`src/rtl/vga_pkg.sv`:
```
// vga_pkg: shared constants and helpers for the VGA pattern generator.
//   BAR_LUT  - 8-entry colour-bar table, {r,g,b} on/off bits per entry
//   mode_e   - pattern select encodings
//   DEF_*    - 640x480@60 timing defaults
//   clog2    - ceiling log2 for elaboration-time width math
package vga_pkg;

  typedef enum logic [1:0] {
    MODE_BARS = 2'd0,
    MODE_CHK  = 2'd1,
    MODE_MOVE = 2'd2,
    MODE_RAMP = 2'd3
  } mode_e;

  // Index 0 is the last element: white, yellow, cyan, green, magenta, red, blue, black.
  localparam logic [7:0][2:0] BAR_LUT = {
    3'b000, 3'b001, 3'b100, 3'b101, 3'b010, 3'b011, 3'b110, 3'b111
  };

  localparam int DEF_H_ACTIVE = 640;
  localparam int DEF_H_FP     = 16;
  localparam int DEF_H_SYNC   = 96;
  localparam int DEF_H_BP     = 48;
  localparam int DEF_V_ACTIVE = 480;
  localparam int DEF_V_FP     = 10;
  localparam int DEF_V_SYNC   = 2;
  localparam int DEF_V_BP     = 33;

  function automatic int clog2(input int n);
    int r;
    r = 0;
    while ((64'd1 << r) < 64'(n)) r = r + 1;
    return r;
  endfunction

endpackage

```
`src/rtl/vga_timing.sv`:
```
// vga_timing: horizontal/vertical counters plus registered sync, de, x, y.
//   clk, rst_n, pix_en  - clock, async active-low reset, pixel-rate enable
//   h_cnt, v_cnt        - live counters (one tick ahead of x/y)
//   line_wrap           - h_cnt is at its last value this tick
//   frame_wrap          - both counters wrap to (0,0) this tick
//   active              - counters are inside the visible region
//   hsync, vsync, de, x, y - registered outputs, aligned with each other
module vga_timing
  import vga_pkg::*;
#(
  parameter int H_ACTIVE = DEF_H_ACTIVE,
  parameter int H_FP     = DEF_H_FP,
  parameter int H_SYNC   = DEF_H_SYNC,
  parameter int H_BP     = DEF_H_BP,
  parameter int V_ACTIVE = DEF_V_ACTIVE,
  parameter int V_FP     = DEF_V_FP,
  parameter int V_SYNC   = DEF_V_SYNC,
  parameter int V_BP     = DEF_V_BP,
  parameter bit HS_POL   = 1'b0,
  parameter bit VS_POL   = 1'b0,
  localparam int XW = clog2(H_ACTIVE + H_FP + H_SYNC + H_BP),
  localparam int YW = clog2(V_ACTIVE + V_FP + V_SYNC + V_BP)
) (
  input  logic          clk,
  input  logic          rst_n,
  input  logic          pix_en,
  output logic [XW-1:0] h_cnt,
  output logic [YW-1:0] v_cnt,
  output logic          line_wrap,
  output logic          frame_wrap,
  output logic          active,
  output logic          hsync,
  output logic          vsync,
  output logic          de,
  output logic [XW-1:0] x,
  output logic [YW-1:0] y
);

  localparam logic [XW-1:0] H_LAST  = XW'(H_ACTIVE + H_FP + H_SYNC + H_BP - 1);
  localparam logic [XW-1:0] H_ACT   = XW'(H_ACTIVE);
  localparam logic [XW-1:0] HS_BEG  = XW'(H_ACTIVE + H_FP);
  localparam logic [XW-1:0] HS_LAST = XW'(H_ACTIVE + H_FP + H_SYNC - 1);
  localparam logic [YW-1:0] V_LAST  = YW'(V_ACTIVE + V_FP + V_SYNC + V_BP - 1);
  localparam logic [YW-1:0] V_ACT   = YW'(V_ACTIVE);
  localparam logic [YW-1:0] VS_BEG  = YW'(V_ACTIVE + V_FP);
  localparam logic [YW-1:0] VS_LAST = YW'(V_ACTIVE + V_FP + V_SYNC - 1);

  logic hs_act, vs_act;

  assign line_wrap  = (h_cnt == H_LAST);
  assign frame_wrap = line_wrap && (v_cnt == V_LAST);
  assign active     = (h_cnt < H_ACT) && (v_cnt < V_ACT);
  assign hs_act     = (h_cnt >= HS_BEG) && (h_cnt <= HS_LAST);
  assign vs_act     = (v_cnt >= VS_BEG) && (v_cnt <= VS_LAST);

  always_ff @(posedge clk or negedge rst_n) begin
    if (!rst_n) begin
      h_cnt <= '0;
      v_cnt <= '0;
      x     <= '0;
      y     <= '0;
      de    <= 1'b0;
      hsync <= ~HS_POL;
      vsync <= ~VS_POL;
    end else if (pix_en) begin
      h_cnt <= line_wrap ? '0 : h_cnt + 1'b1;
      if (line_wrap) v_cnt <= (v_cnt == V_LAST) ? '0 : v_cnt + 1'b1;
      // Outputs lag the counters by one tick so they line up with the registered RGB.
      x     <= h_cnt;
      y     <= v_cnt;
      de    <= active;
      hsync <= hs_act ? HS_POL : ~HS_POL;
      vsync <= vs_act ? VS_POL : ~VS_POL;
    end
  end

endmodule

```
`src/rtl/vga_pattern_gen.sv`:
```
// vga_pattern_gen: parametrised VGA timing and test-pattern generator.
//   clk, rst_n   - clock, async active-low reset
//   pix_en       - pixel-rate enable; state advances only when high
//   mode         - 0 bars, 1 checker, 2 moving bar, 3 grey ramp (latched per frame)
//   hsync, vsync, de, x, y, r, g, b - registered, mutually aligned video outputs
//   frame_start  - one-clk pulse when the outputs present pixel (0,0)
// Optional: define VGA_BORDER_EN to force the outermost active ring to white.
module vga_pattern_gen
  import vga_pkg::*;
#(
  parameter int H_ACTIVE = DEF_H_ACTIVE,
  parameter int H_FP     = DEF_H_FP,
  parameter int H_SYNC   = DEF_H_SYNC,
  parameter int H_BP     = DEF_H_BP,
  parameter int V_ACTIVE = DEF_V_ACTIVE,
  parameter int V_FP     = DEF_V_FP,
  parameter int V_SYNC   = DEF_V_SYNC,
  parameter int V_BP     = DEF_V_BP,
  parameter bit HS_POL   = 1'b0,
  parameter bit VS_POL   = 1'b0,
  parameter int RGB_W    = 4,
  parameter int NUM_BARS = 8,
  parameter int CHK_LOG2 = 5,
  localparam int XW = clog2(H_ACTIVE + H_FP + H_SYNC + H_BP),
  localparam int YW = clog2(V_ACTIVE + V_FP + V_SYNC + V_BP)
) (
  input  logic             clk,
  input  logic             rst_n,
  input  logic             pix_en,
  input  logic [1:0]       mode,
  output logic             hsync,
  output logic             vsync,
  output logic             de,
  output logic [XW-1:0]    x,
  output logic [YW-1:0]    y,
  output logic [RGB_W-1:0] r,
  output logic [RGB_W-1:0] g,
  output logic [RGB_W-1:0] b,
  output logic             frame_start
);

  localparam int            BAR_W    = H_ACTIVE / NUM_BARS;
  localparam logic [XW-1:0] BAR_W_M1 = XW'(BAR_W - 1);
  localparam logic [XW-1:0] LAST_BAR = XW'(NUM_BARS - 1);
  localparam logic [XW-1:0] H_ACT_M1 = XW'(H_ACTIVE - 1);
  localparam logic [XW:0]   BAR_W_X  = (XW+1)'(BAR_W);

  logic [XW-1:0] h_cnt;
  logic [YW-1:0] v_cnt;
  logic          line_wrap, frame_wrap, active;

  vga_timing #(
    .H_ACTIVE(H_ACTIVE), .H_FP(H_FP), .H_SYNC(H_SYNC), .H_BP(H_BP),
    .V_ACTIVE(V_ACTIVE), .V_FP(V_FP), .V_SYNC(V_SYNC), .V_BP(V_BP),
    .HS_POL(HS_POL), .VS_POL(VS_POL)
  ) u_timing (
    .clk(clk), .rst_n(rst_n), .pix_en(pix_en),
    .h_cnt(h_cnt), .v_cnt(v_cnt),
    .line_wrap(line_wrap), .frame_wrap(frame_wrap), .active(active),
    .hsync(hsync), .vsync(vsync), .de(de), .x(x), .y(y)
  );

  mode_e         mode_q, mode_n;
  logic [XW-1:0] pos;      // moving-bar left column
  logic [XW-1:0] bar_cnt;  // pixel offset inside the current bar
  logic [XW-1:0] bar_idx;  // bar under h_cnt; parks on the last bar
  logic [2:0]    lut;
  logic          lit;
  logic [RGB_W-1:0] pix_r, pix_g, pix_b;

  assign mode_n = mode_e'(mode);
  assign lut    = BAR_LUT[bar_idx[2:0]];
  // Right-edge clipping falls out of the de blanking; the bar never wraps.
  assign lit    = (h_cnt >= pos) && ({1'b0, h_cnt} < ({1'b0, pos} + BAR_W_X));

  always_comb begin
    pix_r = '0;
    pix_g = '0;
    pix_b = '0;
    unique case (mode_q)
      MODE_BARS: begin
        pix_r = {RGB_W{lut[2]}};
        pix_g = {RGB_W{lut[1]}};
        pix_b = {RGB_W{lut[0]}};
      end
      MODE_CHK: begin
        if (h_cnt[CHK_LOG2] ^ v_cnt[CHK_LOG2]) begin
          pix_r = '1;
          pix_g = '1;
          pix_b = '1;
        end
      end
      MODE_MOVE: begin
        if (lit) begin
          pix_r = '1;
          pix_g = '1;
          pix_b = '1;
        end
      end
      MODE_RAMP: begin
        pix_r = h_cnt[XW-1 -: RGB_W];
        pix_g = h_cnt[XW-1 -: RGB_W];
        pix_b = h_cnt[XW-1 -: RGB_W];
      end
      default: ;
    endcase
`ifdef VGA_BORDER_EN
    if ((h_cnt == '0) || (h_cnt == H_ACT_M1) ||
        (v_cnt == '0) || (v_cnt == YW'(V_ACTIVE - 1))) begin
      pix_r = '1;
      pix_g = '1;
      pix_b = '1;
    end
`endif
  end

  always_ff @(posedge clk or negedge rst_n) begin
    if (!rst_n) begin
      mode_q      <= MODE_BARS;
      pos         <= '0;
      bar_cnt     <= '0;
      bar_idx     <= '0;
      r           <= '0;
      g           <= '0;
      b           <= '0;
      frame_start <= 1'b0;
    end else begin
      // Evaluated every clk so the pulse is one clk wide even with a sparse pix_en.
      frame_start <= pix_en && (h_cnt == '0) && (v_cnt == '0);
      if (pix_en) begin
        r <= active ? pix_r : '0;
        g <= active ? pix_g : '0;
        b <= active ? pix_b : '0;

        // Bar tracker follows h_cnt without a divider; the last bar soaks up the remainder.
        if (line_wrap) begin
          bar_cnt <= '0;
          bar_idx <= '0;
        end else if ((bar_cnt == BAR_W_M1) && (bar_idx != LAST_BAR)) begin
          bar_cnt <= '0;
          bar_idx <= bar_idx + 1'b1;
        end else begin
          bar_cnt <= bar_cnt + 1'b1;
        end

        if (frame_wrap) begin
          mode_q <= mode_n;
          if ((mode_n == MODE_MOVE) && (mode_q != MODE_MOVE)) pos <= '0;
          else if (mode_q == MODE_MOVE) pos <= (pos == H_ACT_M1) ? '0 : pos + 1'b1;
        end
      end
    end
  end

endmodule

```
`config.mk`:
```
export PLATFORM = sky130hd
export DESIGN_NAME = vga_pattern_gen
export DESIGN_NICKNAME = d
export VERILOG_FILES = /design/src/rtl/vga_pkg.sv /design/src/rtl/vga_timing.sv /design/src/rtl/vga_pattern_gen.sv
export SDC_FILE = /design/constraint.sdc
export NUM_CORES = 1
export LEC_CHECK = 0
export ABC_CLOCK_PERIOD_IN_PS = 5500
export CORE_UTILIZATION = 55
export DETAILED_ROUTE_END_ITERATION = 12
export GPL_TIMING_DRIVEN = 1
export PLACE_DENSITY = 0.75
export SETUP_SLACK_MARGIN = 0.02
export SYNTH_ARGS = -nofsm -noshare
export SYNTH_HDL_FRONTEND = slang
export SYNTH_SLANG_ARGS = --single-unit
export TNS_END_PERCENT = 5
```
`constraint.sdc`:
```
create_clock -name clk -period 5.5 [get_ports clk]
set_input_delay 1.375 -clock clk [delete_from_list [all_inputs] [get_ports clk]]
set_output_delay 1.375 -clock clk [all_outputs]
set_load 0.01 [all_outputs]
```
Figure 1. PDN straps and rails (run 1).
Drawn at 4 px/um. Pins as bars on the die edge.
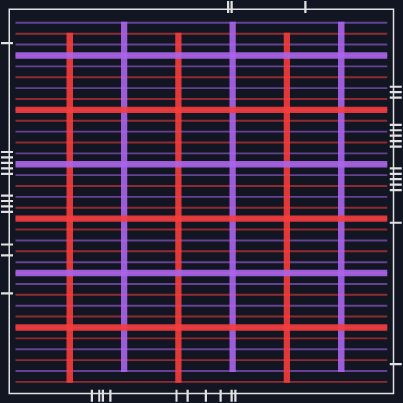
VDD: shown in purple. VSS: shown in red.
The core has 33 rows. 41 signal pins sit on the boundary.
Horiz. Die Dim: 95.7 um
Vert. Die Dim: 95.7 um
worst vdd rail ir drop: 0.225 mV
core region area: 8340 sq um

Figure 2. Signal wires on met2 (run 1).
Drawn at 4 px/um.
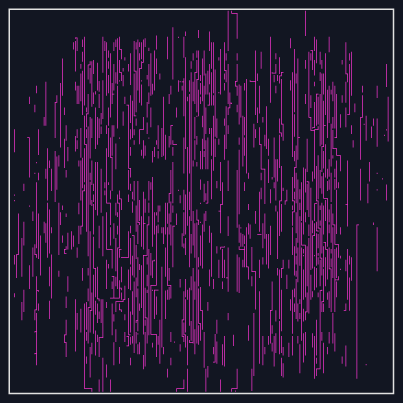
465 nets have wire on it. The layer carries 4,930 um of wire.
Detailed Route WL: 10.3 mm
vias: 3,859
GR met2 Demand/Resource: 40.2%

==> Changelog: implementation, run 1 <==
### Physical design

- Run status: finished, final reports clean
- Actual slew at the worst max-slew pin: 1.16 ns
- Launching point of the worst reg2reg path: u_timing.v_cnt[0]
- Tally of unique sky130hd cells used after synthesis: 52
- Total tool warning count: 29
- CP arrival: 3.54 ns
- Combinational Power Share: 18.3%
- GRT met1 Usage: 33.5%
- Cell Rows: 33
- Largest net degree at the start of global routing: 89
- Critical path class: input port to register
- RePlAce Congestion: 0.911
- Post-Route Hold Slack: 0.514 ns
- Total power divided by cell area: 278 nW/um^2
- Most numerous logic cells after layout: 86 x dfrtp_1, 39 x nand2_1, 39 x nor2_1
- Biggest area contributors in the synthesized netlist: dfrtp_1 45%, ha_1 6.2%, mux2_2 4.9%
- CTS Root Cell: clkbuf_8
- CTS clk-pin slew, worst paths: 0.10 ns
- Pins over their slew limit: 0
- Iteration-0 DRC Markers: 269
- Cell-by-cell trace of the critical path: buf_2, nand4_1, or3_1, or3_4, or4_1, nand2_1
- Mapped Nets: 531
- Post-route fraction of the period consumed by the critical path: 58.9%
- DRT antenna net count: 0
- HPWL Detailed: 7.30 mm
- Count of non-filler cells in the finished layout: 641
- Switching power share of the total: 29.9%
- Ys cells: 502
- Crit path required time: 5.80 ns
- Critical path fanouts, max: 19
- Overflow after GRT: 0
- Most numerous logic cell after layout: dfrtp_1
- Die Area: 9160 sq um
- Count of flip-flops with a built-in enable after synthesis: 0
- Power dissipated by switching net loads: 0.453 mW
- Buffering stage count on the worst path with inverters included: 1
- Cell Area, Synth: 4830 sq um
- Rel. slew slack: 22.1%
- Number of search-and-repair iterations in the first detailed-routing pass: 5
- Number of warnings reported in the yosys synthesis log: 0
- Setup repair after global routing missed its margin: false
- Wire length per cell after detailed routing: 16.0 um
- Most common reg cell: dfrtp_1
- Type of the tightest min-delay check: register to register
- Placed cell count: 625
- Layout Skew: 0.0131 ns
- Share of total power in sequential cells: 51.6%
- Total internal power: 1.06 mW
- Simple-gate share of the synthesized area: 21.6%
- Critical path startpoint category: input port
- Biggest area consumer among synthesized cells: dfrtp_1
- Overall power consumption: 1.52 mW
- # port buffers: 40
- Worst min-delay path startpoint: u_timing.y[6]
- Start point of the critical path: pix_en
- Initial antenna violation count: 0
- Number of antenna diodes: 0
- Yosys stat chip area: 4830 sq um
- Count of endpoints failing hold in the final timing report: 0
- Clock share of power: 30.1%
- Avg Synthesized Cell Area: 9.62 sq um
- Max Cap Viol: 0
- Area added between synthesis and finish: 12.9%
- Final-stage net count: 560
- Setup TNS: 0 ns
- Number of cells produced by synthesis: 502
- Fraction of synthesis flops using an asynchronous set or reset pin: 100%
- TritonCTS clock tree: done
- Family with the most delay on the worst path: simple AND/OR/NAND/NOR gates
- Global-route wire length before repair: 17.5 mm
- Share of synthesized area spent on multiplexers: 5.31%
- Final Critical Period: 3.24 ns
- CTS hold repair buffers: 0
- Ratio of routed vias to standard cells: 6.02
- Fraction of synthesized cell area taken by the top area cell type: 44.6%
- Residual DRC count: 0
- CP max stage cell: or3_1
- CTS max path bufs: 2
- Global-route met3 utilization: 3.59%
- Static Leak: 2.37 nW
- Setup crit end kind: register
- Setup repair bufs after CTS: 0
- Part of the Yosys area used for sequential elements: 45.7%
- Resized cells post-CTS: 0
- H-tree depth: 3
- Layout cells sized above 1: 10.3%
- Global Route Usage Sum: 24.8%
- Maximum clock frequency: 309 MHz
Figure 3. Cell area per tile (run 1).
Drawn at 4 px/um. 10 x 10 tiles, from black (low) to pale yellow (high), 0 to 100% covered.
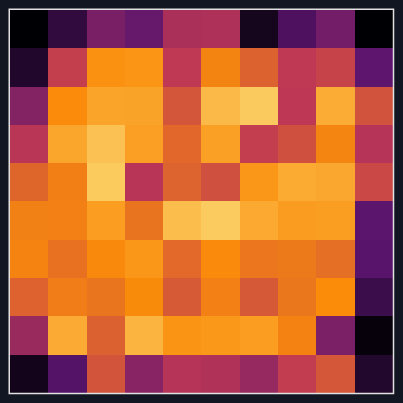
3.0% of the tiles are nearly empty. The fullest tile reaches 89%. 27% of the tiles are over 75% full. The mean over all tiles is 58%.
initial cell density of the core: 57.9%
final core utilization: 65.3%

Figure 4. The clock network (run 1).
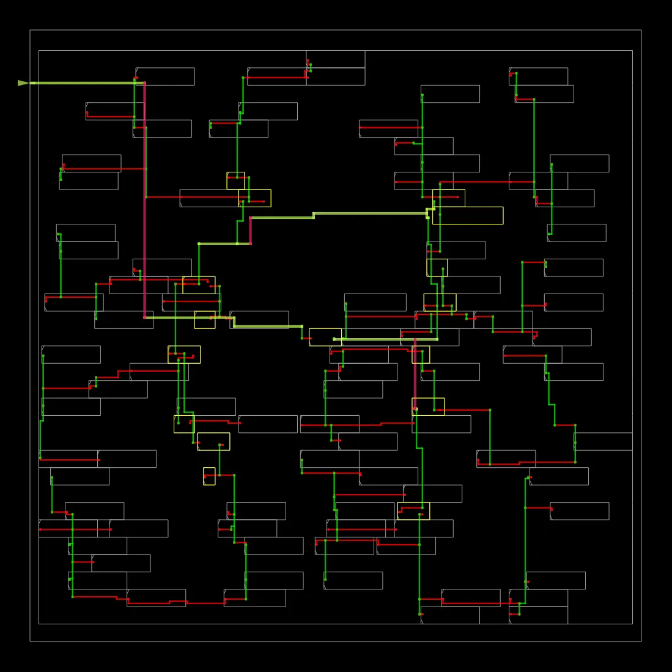
clk sinks: 88
clock-net power: 0.456 mW
Late-Pin Clk Latency: 0.36 ns
CTS Buf Count: 9

run 1: stage by stage:
stage	setup slack (ns)	area, sq um	utilization [%]
2_1_floorplan	2.53	4830	-
3_3_place_gp	1.97	5250	62.9
3_5_place_dp	1.93	5250	62.9
4_1_cts	2.30	5450	65.3
5_1_grt	2.14	5450	65.3
6_report	2.26	5450	65.3
run 1: area by class of cell:
class / count / area [sq um]
Clock inverter: 7 / 76.3
Timing Repair Buffer: 42 / 408
Tap cell: 105 / 131
Fill cell: 673 / 2890
Clock buffer: 9 / 124
Inverter: 23 / 86.3
Multi-Input combinational cell: 367 / 2420
Sequential cell: 88 / 2200
run 1: final timing paths:
check,slack [ns],end,cells after the start
hold reg to reg,0.51,u_timing.y[6],1
min in group asynchronous,1.20,bar_cnt[7],1
hold / removal,0.51,u_timing.y[6],1
max in group asynchronous,3.58,u_timing.v_cnt[3],1
setup / recovery,2.26,u_timing.v_cnt[8],6
setup reg to reg,2.77,pos[4],7
run 1: registers in the layout, summed over array words and instances, names as in the netlist, 10 cells and up:
register,flops
bar_cnt,10
pos,10
u_timing.y,10
u_timing.x,10
u_timing.h_cnt,10
bar_idx,10
u_timing.v_cnt,10
run 1: cells in the mapped netlist (4+ instances only):
library cell and n:
nand3b_1 4, mux2_2 21, dfrtp_1 86, ha_1 24, nor2b_1 15, nor2_1 39, nor4_1 5, nand2b_1 5
o21ai_0 32, nand3_1 17, nand4_1 11, o31ai_1 13, and3_1 9, nand2_1 39, inv_1 23, or4_1 9
xnor2_1 12, a21o_1 5, clkbuf_1 14, xor2_1 8, and4_1 4, nor3_1 21, a31oi_1 4, a21oi_1 31
run 1: power groups by stage:
| stage | Combinational [mW] | Clock, mW | Sequential [mW] |
|---|---|---|---|
| global route | 0.312 | 0.491 | 0.793 |
| floorplan | 0.190 | 0 | 0.772 |
| global placement | 0.269 | 0 | 0.794 |
| finish | 0.278 | 0.456 | 0.783 |
| detailed placement | 0.278 | 0 | 0.794 |
| CTS | 0.280 | 0.464 | 0.782 |
run 1: routing by layer:
metal / routed length (um) / share of wire (%)
met1: 4730 / 46
met3: 508 / 4.9
met5: 0 / 0
met4: 106 / 1.0
met2: 4930 / 48
run 1: kinds of logic after synthesis:
logic type | Yosys count
xor gates and xnor gates | 20
DFF | 88
buffers and inverters | 47
adders and majority gates | 24
and+or+nand+nor | 196
AOI/OAI and AO/OA | 104
muxes | 23
Figure 5. Clock wires, drivers and flops (run 1).
Drawn at 3 px/um.
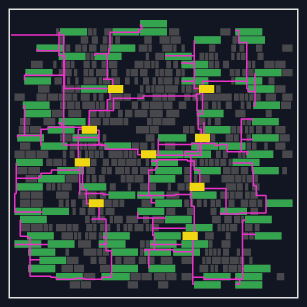

==> inputs of run 2 (changes only) <==
--- a/config.mk
+++ b/config.mk
@@ -5,11 +5,11 @@
 export SDC_FILE = /design/constraint.sdc
 export NUM_CORES = 1
 export LEC_CHECK = 0
-export ABC_CLOCK_PERIOD_IN_PS = 5500
-export CORE_UTILIZATION = 55
+export ABC_CLOCK_PERIOD_IN_PS = 2700
+export CORE_UTILIZATION = 53
 export DETAILED_ROUTE_END_ITERATION = 12
 export GPL_TIMING_DRIVEN = 1
-export PLACE_DENSITY = 0.75
+export PLACE_DENSITY = 0.76
 export SETUP_SLACK_MARGIN = 0.02
 export SYNTH_ARGS = -nofsm -noshare
 export SYNTH_HDL_FRONTEND = slang
==> constraint.sdc (replaced) <==
create_clock -name clk -period 2.7 [get_ports clk]
set_input_delay 0.675 -clock clk [delete_from_list [all_inputs] [get_ports clk]]
set_output_delay 0.675 -clock clk [all_outputs]
set_load 0.01 [all_outputs]
Figure 6. Clock wires, drivers and flops (run 2).
Drawn at 3 px/um.
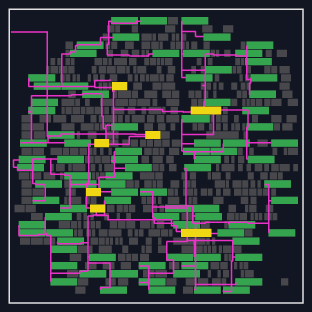
flip-flops: shown in green, count 88. clock drivers: shown in yellow, count 9. clock wires: shown in magenta, length 1,070 um.
There are 10 routed clock nets.
clock share of power: 31.0%
clock-net power: 0.989 mW
Layout Skew: 0.0174 ns

==> Changelog: implementation, run 2 <==
### Physical design

- Type of the tightest min-delay check: input port to async pin
- Max Cap Viol: 0 (unchanged)
- Final Critical Period: 2.46 ns
- Family with the most delay on the worst path: simple AND/OR/NAND/NOR gates
- Count of endpoints failing hold in the final timing report: 0 (unchanged)
- Detailed Route WL: 10.5 mm (+2.4%)
- CTS clk-pin slew, worst paths: 0.10 ns (about the same)
- Iteration-0 DRC Markers: 142 (-47%)
- Most numerous logic cells after layout: 86 x dfrtp_1, 39 x nand2_1, 39 x nor2_1
- Worst slack at placement: 0.178 ns (-1.75 ns)
- Flops after synth: 88
- Late-Pin Clk Latency: 0.36 ns (about the same)
- Critical path startpoint category: register
- Setup crit end kind: register
- CP arrival: 2.75 ns (-0.79 ns)
- TritonCTS clock tree: done
- H-tree depth: 3 (unchanged)
- Number of search-and-repair iterations in the first detailed-routing pass: 4 (-1)
- Crit-path max cell delay: 0.57 ns
- Buffering stage count on the worst path with inverters included: 0 (-1)
- Static Leak: 2.45 nW (+3.1%)
- HPWL Detailed: 7.49 mm (+2.6%)
- Most numerous logic cell after layout: dfrtp_1
- Pins over their slew limit: 0 (unchanged)
- Setup TNS: 0 ns (unchanged)
- Most common reg cell: dfrtp_1
- Residual DRC count: 0 (unchanged)
- Most numerous cell in the Yosys netlist: dfrtp_1
- Maximum clock frequency: 407 MHz
- Vias in the first global route: 3,784
- Cell-by-cell trace of the critical path: or4b_4, or3_1, or3_4, or4_1, nand2_1
- Start point of the critical path: u_timing.h_cnt[5]
- Biggest area contributors in the synthesized netlist: dfrtp_1 45%, ha_1 6.2%, mux2_2 4.9%
- CP max stage cell: or4b_4
- CTS max path bufs: 2 (unchanged)
- Tally of unique sky130hd cells used after synthesis: 52 (unchanged)
- Part of the Yosys area used for sequential elements: 45.7% (unchanged)
- Final Setup Violations: 0
- Ys cells: 502 (unchanged)
- Post-route fraction of the period consumed by the critical path: 91.0%
- Actual slew at the worst max-slew pin: 0.955 ns (-0.203 ns)
- Number of antenna diodes: 0 (unchanged)
- CTS hold repair buffers: 0 (unchanged)
- Avg Synthesized Cell Area: 9.62 sq um (unchanged)
- Global-route wire length before repair: 17.8 mm (+1.4%)
- Mapped Nets: 531 (unchanged)
- Cell Rows: 34 (+3.0%)
- Vert. Die Dim: 97.4 um (+1.8%)
- Worst vdd rail ir drop: 0.409 mV (+82%)
- Fraction of synthesized cell area taken by the top area cell type: 44.6% (unchanged)
- Total tool warning count: 29 (unchanged)
- Final worst slack: 0.242 ns (-2.02 ns)
- Initial antenna violation count: 0 (unchanged)
- Clk sinks: 88 (unchanged)
- Overflow after GRT: 0 (unchanged)
- Run status: finished, final reports clean
- Crit path required time: 2.99 ns (-2.81 ns)
- Final-stage net count: 574 (+2.5%)
- Number of warnings reported in the yosys synthesis log: 0 (unchanged)
- Area added between synthesis and finish: 15.3%
- Global Route Usage Sum: 23.1% (-1.7 points)
- DRT antenna net count: 0 (unchanged)
- Setup repair after global routing missed its margin: false
- CTS Buf Count: 9 (unchanged)
- Critical path fanouts, max: 9 (-10)
- Initial cell density of the core: 55.1% (-2.8 points)
- Largest net degree at the start of global routing: 68 (-24%)
- Rel. slew slack: 36.3% (+14 points)
- RePlAce Congestion: 0.936 (+2.7%)
- Yosys stat chip area: 4830 sq um (unchanged)
- Total power divided by cell area: 574 nW/um^2 (+110%)
- Critical path class: register to register
- Final core utilization: 63.5% (-1.8 points)
- Ratio of routed vias to standard cells: 5.90 (-1.9%)
- Launching point of the worst reg2reg path: u_timing.h_cnt[5]
- Layout cells sized above 1: 12.2% (+1.9 points)
- Core region area: 8760 sq um (+5.1%)
- Die Area: 9490 sq um (+3.7%)
- Fill cell count: 726 (+7.9%)
- Most used standard cells in the synthesized netlist: 86 x dfrtp_1, 39 x nand2_1, 39 x nor2_1
- Vias: 3,879 (+0.52%)
- Wire length per cell after detailed routing: 16.0 um (-0.11%)
- # port buffers: 40 (unchanged)
- Biggest area consumer among synthesized cells: dfrtp_1
- Fraction of synthesis flops using an asynchronous set or reset pin: 100% (unchanged)
- Count of flip-flops with a built-in enable after synthesis: 0 (unchanged)
- Horiz. Die Dim: 97.4 um (+1.8%)
- I/O pin total: 41
- Number of cells produced by synthesis: 502 (unchanged)
- Cell Area, Synth: 4830 sq um (unchanged)
- CTS Root Cell: clkbuf_8
## run 2: cell counts after synthesis
Identical to the previous run, type by type.
## run 2: per-stage QoR
| stage | total power, mW | hold slack [ns] | std cells | cell area [sq um] |
|---|---|---|---|---|
| after detailed placement | 2.21 | 0.494 | 641 | 5350 |
| final | 3.19 | 0.412 | 657 | 5570 |
| after global placement | 2.19 | 0.491 | 641 | 5350 |
| after global routing | 3.35 | 0.490 | 657 | 5570 |
| after floorplan | 1.96 | 0.379 | 502 | 4830 |
| after CTS | 3.20 | 0.447 | 656 | 5560 |
## run 2: path summary, 6_finish.rpt
| kind | cells after the start | end | slack [ns] |
|---|---|---|---|
| setup / recovery | 5 | u_timing.v_cnt[8] | 0.24 |
| hold / removal | 1 | bar_cnt[8] | 0.41 |
| setup reg to reg | 5 | u_timing.v_cnt[8] | 0.24 |
| hold reg to reg | 1 | u_timing.y[6] | 0.51 |
| max in group asynchronous | 2 | u_timing.x[2] | 1.55 |
| min in group clk | 1 | u_timing.y[6] | 0.51 |
## run 2: layout make-up
class | instances | area [sq um] | area share, %
inverter | 23 | 86.3 | 1.55
tap | 108 | 135 | 2.43
multi-input combinational | 367 | 2420 | 43.4
clock inverter | 5 | 81.3 | 1.46
clock buffer | 10 | 128 | 2.29
sequential | 88 | 2200 | 39.6
timing repair buffer | 56 | 513 | 9.22
## run 2: timing repair
item / 4_1_cts / 5_1_grt
endpoints found under the setup margin: 0 / 3
resized: 0 / 0
buffers inserted: 0 / 1
## run 2: per-layer routing
| layer | up-vias | GRT usage, % | share of wire [%] |
|---|---|---|---|
| li1 | 1890 | - | - |
| met1 | 1880 | 31.3 | 47 |
| met2 | 93 | 37.1 | 47 |
| met3 | 16 | 3.74 | 4.1 |
| met4 | 0 | 9.28 | 1.8 |
| met5 | - | 0 | 0 |
## run 2: cells by family after synthesis
kind of cell | Yosys count | share of synthesized area [%]
simple gates | 196 | 21.6
compound gates | 104 | 13.2
flops | 88 | 45.7
buf+inv | 47 | 4.35
fa+ha+maj | 24 | 6.22
mux | 23 | 5.31
xor+xnor | 20 | 3.63
## run 2: where the power goes
part / total (mW) / switching, mW / internal [mW]
logic: 0.637 / 0.317 / 0.320
clock network: 0.989 / 0.470 / 0.519
registers: 1.57 / 0.131 / 1.44
Figure 7. Signal wires on met2 (run 2).
Drawn at 4 px/um.
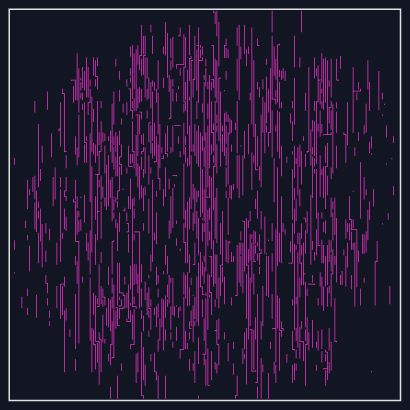

==> inputs of run 3 (changes only) <==
--- a/config.mk
+++ b/config.mk
@@ -6,6 +6,7 @@
 export NUM_CORES = 1
 export LEC_CHECK = 0
 export ABC_CLOCK_PERIOD_IN_PS = 2700
+export CORE_ASPECT_RATIO = 0.6
 export CORE_UTILIZATION = 53
 export DETAILED_ROUTE_END_ITERATION = 12
 export GPL_TIMING_DRIVEN = 1
Figure 8. Signal wires on met2 (run 3).
Drawn at 4 px/um.
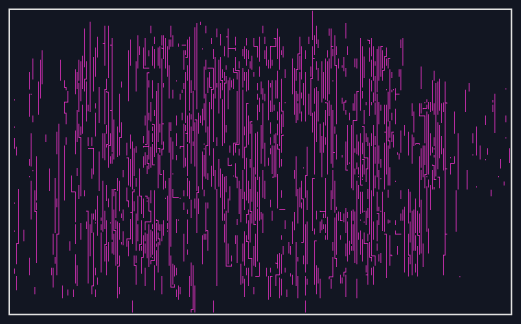
The longest straight run is 43.4 um. The layer holds 41% of the routed length. 480 nets have wire on it.
Detailed Route WL: 11.5 mm
vias: 3,947
GR met2 Demand/Resource: 36.9%

==> Changelog: implementation, run 3 <==
### Physical design

- Static Leak: 2.50 nW (+2.3%)
- Rel. slew slack: 37.0% (+0.70 points)
- Ys cells: 502 (unchanged)
- Post-Route Hold Slack: 0.327 ns (-0.0848 ns)
- Pins over their slew limit: 0 (unchanged)
- Fraction of synthesized cell area taken by the top area cell type: 44.6% (unchanged)
- Type of the tightest min-delay check: input port to async pin
- Violations in the final reports: design-rule violations
- Setup crit end kind: register
- H-tree depth: 3 (unchanged)
- Most common reg cell: dfrtp_1
- Biggest area contributors in the synthesized netlist: dfrtp_1 45%, ha_1 6.2%, mux2_2 4.9%
- Number of warnings reported in the yosys synthesis log: 0 (unchanged)
- Mapped Nets: 531 (unchanged)
- Layout cells sized above 1: 12.2% (unchanged)
- Part of the Yosys area used for sequential elements: 45.7% (unchanged)
- Horiz. Die Dim: 125 um (+29%)
- Number of antenna diodes: 0 (unchanged)
- Count of flip-flops with a built-in enable after synthesis: 0 (unchanged)
- Worst reg-to-reg path cell count: 5 (unchanged)
- RePlAce Congestion: 0.907 (-3.1%)
- Vias in the first global route: 3,862 (+2.1%)
- Launching point of the worst reg2reg path: u_timing.h_cnt[5]
- Clk sinks: 88 (unchanged)
- Cell-by-cell trace of the critical path: or4b_4, or3_1, o31a_2, or4_1, a21oi_1
- Number of search-and-repair iterations in the first detailed-routing pass: 8 (+4)
- CTS Root Cell: clkbuf_16
- Max Cap Viol: 0 (unchanged)
- Setup repair after global routing missed its margin: false
- Most numerous cell in the Yosys netlist: dfrtp_1
- I/O pin total: 41 (unchanged)
- Ratio of routed vias to standard cells: 5.97 (+1.1%)
- Crit-path max cell delay: 0.57 ns (about the same)
- Iteration-0 DRC Markers: 282 (+99%)
- Fraction of synthesis flops using an asynchronous set or reset pin: 100% (unchanged)
- Final Setup Violations: 0 (unchanged)
- Critical path fanouts, max: 12 (+3)
- Layout Skew: 0.0141 ns (-0.00334 ns)
- Setup TNS: 0 ns (unchanged)
- Standard cell area after detailed placement: 5360 sq um (+0.19%)
- Final Critical Period: 2.49 ns (+0.0359 ns)
- Overflow after GRT: 0 (unchanged)
- Area added between synthesis and finish: 18.1%
- Initial antenna violation count: 0 (unchanged)
- CTS Buf Count: 9 (unchanged)
- Wire length per cell after detailed routing: 17.3 um (+8.3%)
- CTS hold repair buffers: 0 (unchanged)
- Vert. Die Dim: 75.9 um (-22%)
- Residual DRC count: 8 (+8)
- TritonCTS clock tree: done
- Most numerous logic cell after layout: dfrtp_1
- Post-route fraction of the period consumed by the critical path: 92.3% (+1.3 points)
- Core region area: 8690 sq um (-0.89%)
- Crit path required time: 2.95 ns (-0.04 ns)
- # port buffers: 40 (unchanged)
- CP arrival: 2.75 ns (about the same)
- Total power divided by cell area: 630 nW/um^2 (+9.8%)
- Critical path startpoint category: register
- CTS max path bufs: 2 (unchanged)
- Flops after synth: 88 (unchanged)
- Global-route wire length before repair: 19.4 mm (+9.4%)
- Critical path class: register to register
- Final-stage net count: 573 (-0.17%)
- Run status: finished, violations left
- Actual slew at the worst max-slew pin: 0.945 ns (-0.0105 ns)
- Die Area: 9510 sq um (+0.13%)
- Most numerous logic cells after layout: 86 x dfrtp_1, 39 x nand2_1, 39 x nor2_1
- Cell Rows: 26 (-24%)
- Initial cell density of the core: 55.6% (+0.49 points)
- Count of endpoints failing hold in the final timing report: 0 (unchanged)
- HPWL Detailed: 8.18 mm (+9.2%)
- Global Route Usage Sum: 25.8% (+2.7 points)
- Most used standard cells in the synthesized netlist: 86 x dfrtp_1, 39 x nand2_1, 39 x nor2_1
- Total tool warning count: 29 (unchanged)
- Late-Pin Clk Latency: 0.34 ns (-0.02 ns)
- Number of cells produced by synthesis: 502 (unchanged)
- Avg Synthesized Cell Area: 9.62 sq um (unchanged)
- Biggest area consumer among synthesized cells: dfrtp_1
- CP max stage cell: or4b_4
- CTS clk-pin slew, worst paths: 0.07 ns (-0.03 ns)
- Cell Area, Synth: 4830 sq um (unchanged)
- Worst vdd rail ir drop: 0.439 mV (+7.2%)
- Maximum clock frequency: 401 MHz (-1.4%)
- Final std cell area, no fill: 5700 sq um (+2.4%)
- R2R Path End: bar_idx[7]
- DRT antenna net count: 0 (unchanged)
- Yosys stat chip area: 4830 sq um (unchanged)
- Tally of unique sky130hd cells used after synthesis: 52 (unchanged)
- Largest net degree at the start of global routing: 49 (-28%)
- Flop2flop setup slack: 0.21 ns (-0.04 ns)
-- run 3: cell counts after synthesis --
No cell type changed its count.
-- run 3: worst max-delay path by stage --
stage                                  from                 to  slack [ns]  depth (start not counted)
final                     u_timing.h_cnt[5]         bar_idx[7]        0.21                          5
after floorplan           u_timing.h_cnt[5]  u_timing.v_cnt[8]        0.22                          7
after CTS                 u_timing.h_cnt[5]         bar_idx[7]        0.21                          5
after global routing      u_timing.h_cnt[5]         bar_idx[7]        0.07                          5
after detailed placement             pos[4]               g[2]        0.07                          9
after global placement               pos[4]               r[1]        0.28                          9
-- run 3: worst max-delay path: cells and delay by family, from the launching register on --
family           cells  cell delay, ns
AND-OR/OR-AND        2            0.40
flip-flops           1            0.39
AND/OR/NAND/NOR      3            1.60
-- run 3: routing by layer --
metal / vias up / wire (um) / GRT usage, %
li1: 1898 / - / -
met2: 136 / 4690 / 36.9
met4: 0 / 139 / 7.07
met3: 18 / 709 / 5.65
met5: - / 0 / 0
met1: 1895 / 5920 / 39.3
-- run 3: cell families after synthesis --
family                     count (synthesis)  synth area share, %
and+or+nand+nor                          196                 21.6
AOI/OAI and AO/OA                        104                 13.2
DFF                                       88                 45.7
buffers and inverters                     47                 4.35
adders and majority gates                 24                 6.22
muxes                                     23                 5.31
xor gates and xnor gates                  20                 3.63
-- run 3: through the flow --
stage | util, % | power (mW) | setup slack [ns] | instances
finish | 65.6 | 3.59 | 0.207 | 661
global placement | 61.7 | 2.19 | 0.279 | 644
detailed placement | 61.7 | 2.23 | 0.0658 | 644
floorplan | - | 1.96 | 0.224 | 502
CTS | 65.6 | 3.60 | 0.211 | 661
global route | 65.6 | 3.74 | 0.0750 | 661
-- run 3: what timing repair did --
action                     in CTS  in global routing
resized                         0                  0
buffers inserted                1                  0
setup endpoints to repair       1                  0
-- run 3: power by group --
part,internal [mW],switching [mW]
Combinational,0.319,0.325
Sequential,1.44,0.137
Clock,0.863,0.508
-- run 3: layout make-up --
class                   count  area [sq um]
clock buffers              12           256
clock inverters             4          76.3
fillers                   691          2990
inverters                  23          86.3
multi-input cells         367          2420
flip-flops and latches     88          2200
well taps                 112           140
repair buffers             55           518
Power figures rest on the tool's default switching activity, not on a simulated workload.
